**src/rtl/and_chk_timeout_ctr.sv**
```systemverilog
// Loadable down-counter; expire is high while the count sits at zero.
module and_chk_timeout_ctr #(
  parameter int unsigned W = 10
) (
  input  logic         clk,
  input  logic         rst,
  input  logic         clear,
  input  logic         load,
  input  logic         en,
  input  logic [W-1:0] load_value,
  output logic         expire
);

  logic [W-1:0] count;

  always_ff @(posedge clk) begin
    if (rst || clear) begin
      count <= '0;
    end else if (load) begin
      count <= load_value;
    end else if (en && (count != '0)) begin
      count <= count - W'(1);
    end
  end

  assign expire = (count == '0);

endmodule

```
**config.mk**
```make
export PLATFORM = sky130hd
export DESIGN_NAME = and_chk_timeout_ctr
export DESIGN_NICKNAME = d
export VERILOG_FILES = /design/src/rtl/and_chk_timeout_ctr.sv
export SDC_FILE = /design/constraint.sdc
export NUM_CORES = 1
export LEC_CHECK = 0
export CAP_MARGIN = 10
export CORE_MARGIN = 3
export CORE_UTILIZATION = 45
export CTS_CLUSTER_SIZE = 14
export DETAILED_ROUTE_END_ITERATION = 12
export PLACE_DENSITY = 0.75
export SYNTH_ARGS = -nofsm -noshare
export SYNTH_HDL_FRONTEND = slang
export SYNTH_SLANG_ARGS = --single-unit
export TNS_END_PERCENT = 1
```
**constraint.sdc**
```tcl
create_clock -name clk -period 2.3 [get_ports clk]
set_input_delay 0.575 -clock clk [delete_from_list [all_inputs] [get_ports clk]]
set_output_delay 0.575 -clock clk [all_outputs]
set_load 0.01 [all_outputs]
```
==> Slide: Implementation Results <==
Run Summary

Clock network
  – CTS tree: yes
  – # hold bufs at CTS: 0

Global routing
  – Largest net degree at the start of global routing: 18
  – First-pass GRT wire length: 2240 µm
  – Initial antenna violation count: 0

Critical path
  – Max stage delay cell, worst path: or3_2
  – R2R Setup Slk: 0.31 ns
  – Worst path cell trace: clkdlybuf4s50_1 > or3b_2 > or3_2 > mux2i_1 > a211oi_1
  – Type of origin of the critical path: input pin
  – R2r startpoint: count[2]$_SDFFE_PP0P_

STA
  – Max_slew headroom: 68.7%
  – Final worst path period need: 2.14 ns
  – FMAX: 0.467 GHz
  – Final Skew: between 0.0009 and 0.001 ns
  – Worst-margin pin slew: roughly 0.47 ns
  – Unrepaired setup endpoints after global routing: false

Final layout
  – Largest Register: count
  – Layout cells sized above 1: 22.9%
  – Top Registers: count x10
  – Final instance area: between 800 and 900 µm²
  – Area growth from synthesis to layout: 44.2%
  – Post-route insts no fill: around 110
  – Number of flip-flops under the largest register name: 10

Placed design
  – Post-place setup slack: -0.120 ns
  – Buffers on Ports: 15

Routing
  – Drt pass-1 iters: 4
  – Routed vias/inst: 5.75

Power
  – Static Leak: 0.000356 µW
  – Power, Total: 470 µW

Yosys
  – Seq cells post-synth: 10
  – Cell area leaders: dfxtp_1, mux2i_1, a211oi_1
  – Cell Area, Synth: ~600 µm²
  – Post-synthesis adder-cell area fraction: under 10%
  – Simple share: 24.6%
  – Commonest cells in the netlist: dfxtp_1, nor2_1, a21oi_1
  – Asr flop ratio synth: 0%
  – Post-Syn Area per Cell: approximately 8.2 µm²
  – Unique cell types: 31
  – Top FF cell, synth: dfxtp_1
  – Main logic family: AND-OR/OR-AND gates
  – Yosys chip area: 601 µm²

Min path
  – HP Class: flop to flop

Die
  – Die width: roughly 43 µm
  – Initial Util: 51.3%

Run status
  – Status: finished clean

Job
  – Maxcap violations: 0
[worst max-delay path, delay by kind of cell]
kind            cells  cell delay [ns]
simple gates        2             0.94
buf+inv             1             0.47
compound gates      1             0.22
mux                 1             0.13
[power breakdown]
group | internal, µW | switching [µW] | total (µW)
sequential | 182 | 12.9 | 195
clock | 60.5 | 65.4 | 126
combinational | 88.2 | 61.0 | 149
total | 331 | 139 | 470
[repair_timing]
action                     CTS  global route
gates cloned                 0             0
gates resized                3             5
setup endpoints to repair    1             1
buffers inserted             2             1
pin swaps                    3             3
[kinds of logic after synthesis]
logic type,after synthesis
AND-OR/OR-AND,23
XOR/XNOR,1
adder cells (fa/ha/maj),1
buffers and inverters,7
flip-flops,10
multiplexers,4
AND/OR/NAND/NOR,27
[layout make-up]
type | instances | area [µm²] | area share [%]
inverter | 5 | 18.8 | 2.17
clock buffer | 3 | 22.5 | 2.60
timing repair buffer | 22 | 205 | 23.7
tap | 14 | 17.5 | 2.02
multi-input combinational | 56 | 400 | 46.2
sequential | 10 | 201 | 23.3
[stage by stage]
step           utilization (%)  setup TNS, ns
3_5_place_dp              66.6         -0.187
3_3_place_gp              66.6         -0.122
6_report                  73.9              0
4_1_cts                   71.3              0
5_1_grt                   73.9              0
2_1_floorplan                -              0
[cells in the final DEF (no fill, tap or decap), drive strengths merged, types with 2 or more instances in the layout]
cell type,instances
nor4,4
or3,3
nand2,4
nor2,8
dfxtp,10
inv,4
or4,2
o21a,2
mux2i,3
buf,7
a21oi,5
nor3,2
clkbuf,3
a31oi,2
clkdlybuf4s50,14
o21ai,4
o21bai,2
a211oi,4
[layer usage]
layer	vias up	global-route usage, %	wire (µm)
met5	-	0	0
met4	0	5.59	24
met3	5	4.29	70
met2	17	24.0	650
met1	290	22.1	718
li1	320	-	-
[how the worst max path moves through the flow]
stage	start	endpoint	slack [ns]	cells after the start
floorplan	en	count[9]$_SDFFE_PP0P_	0.37	4
global placement	en	count[9]$_SDFFE_PP0P_	-0.08	5
detailed placement	en	count[9]$_SDFFE_PP0P_	-0.12	5
CTS	count[8]$_SDFFE_PP0P_	expire	0.003	3
global route	en	count[9]$_SDFFE_PP0P_	0.07	5
finish	en	count[9]$_SDFFE_PP0P_	0.16	5
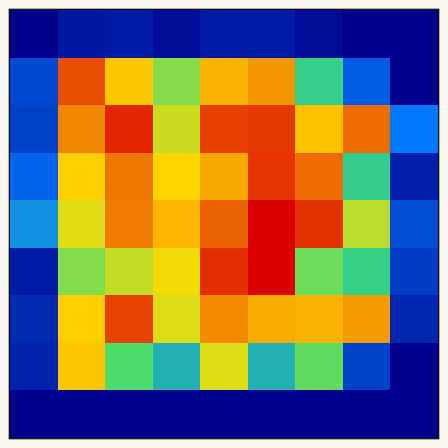
Figure 1: placement density heat map.
9 x 9 tiles, from dark blue (low) to red (high), 0 to 100% covered.
- mean over tiles: 47%
- nearly empty tiles: 17%
- fullest tile: 100%
- tiles over 75% full: 37%
- densest ninth of the die: center

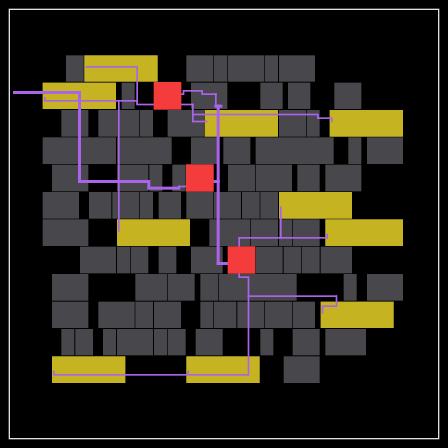
Figure 2: clock network drawn from the DEF.
- red: clock-net drivers (count 3)
- purple: clock wires (length 172 µm)
- yellow: flip-flops (count 10)
- flops lie: spread over the die

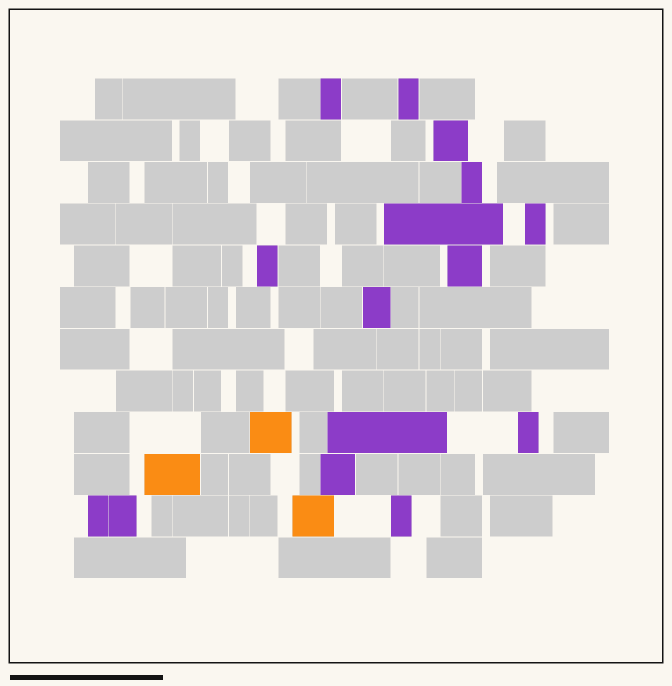
Figure 3: gate-type map.
Bar = 10 µm.
- purple: nor cells (cells 15; most used nor2_1)
- orange: non-inverting ao/oa cells (cells 3; most used o21a_1)

Power is estimated from default activity; no workload was simulated.
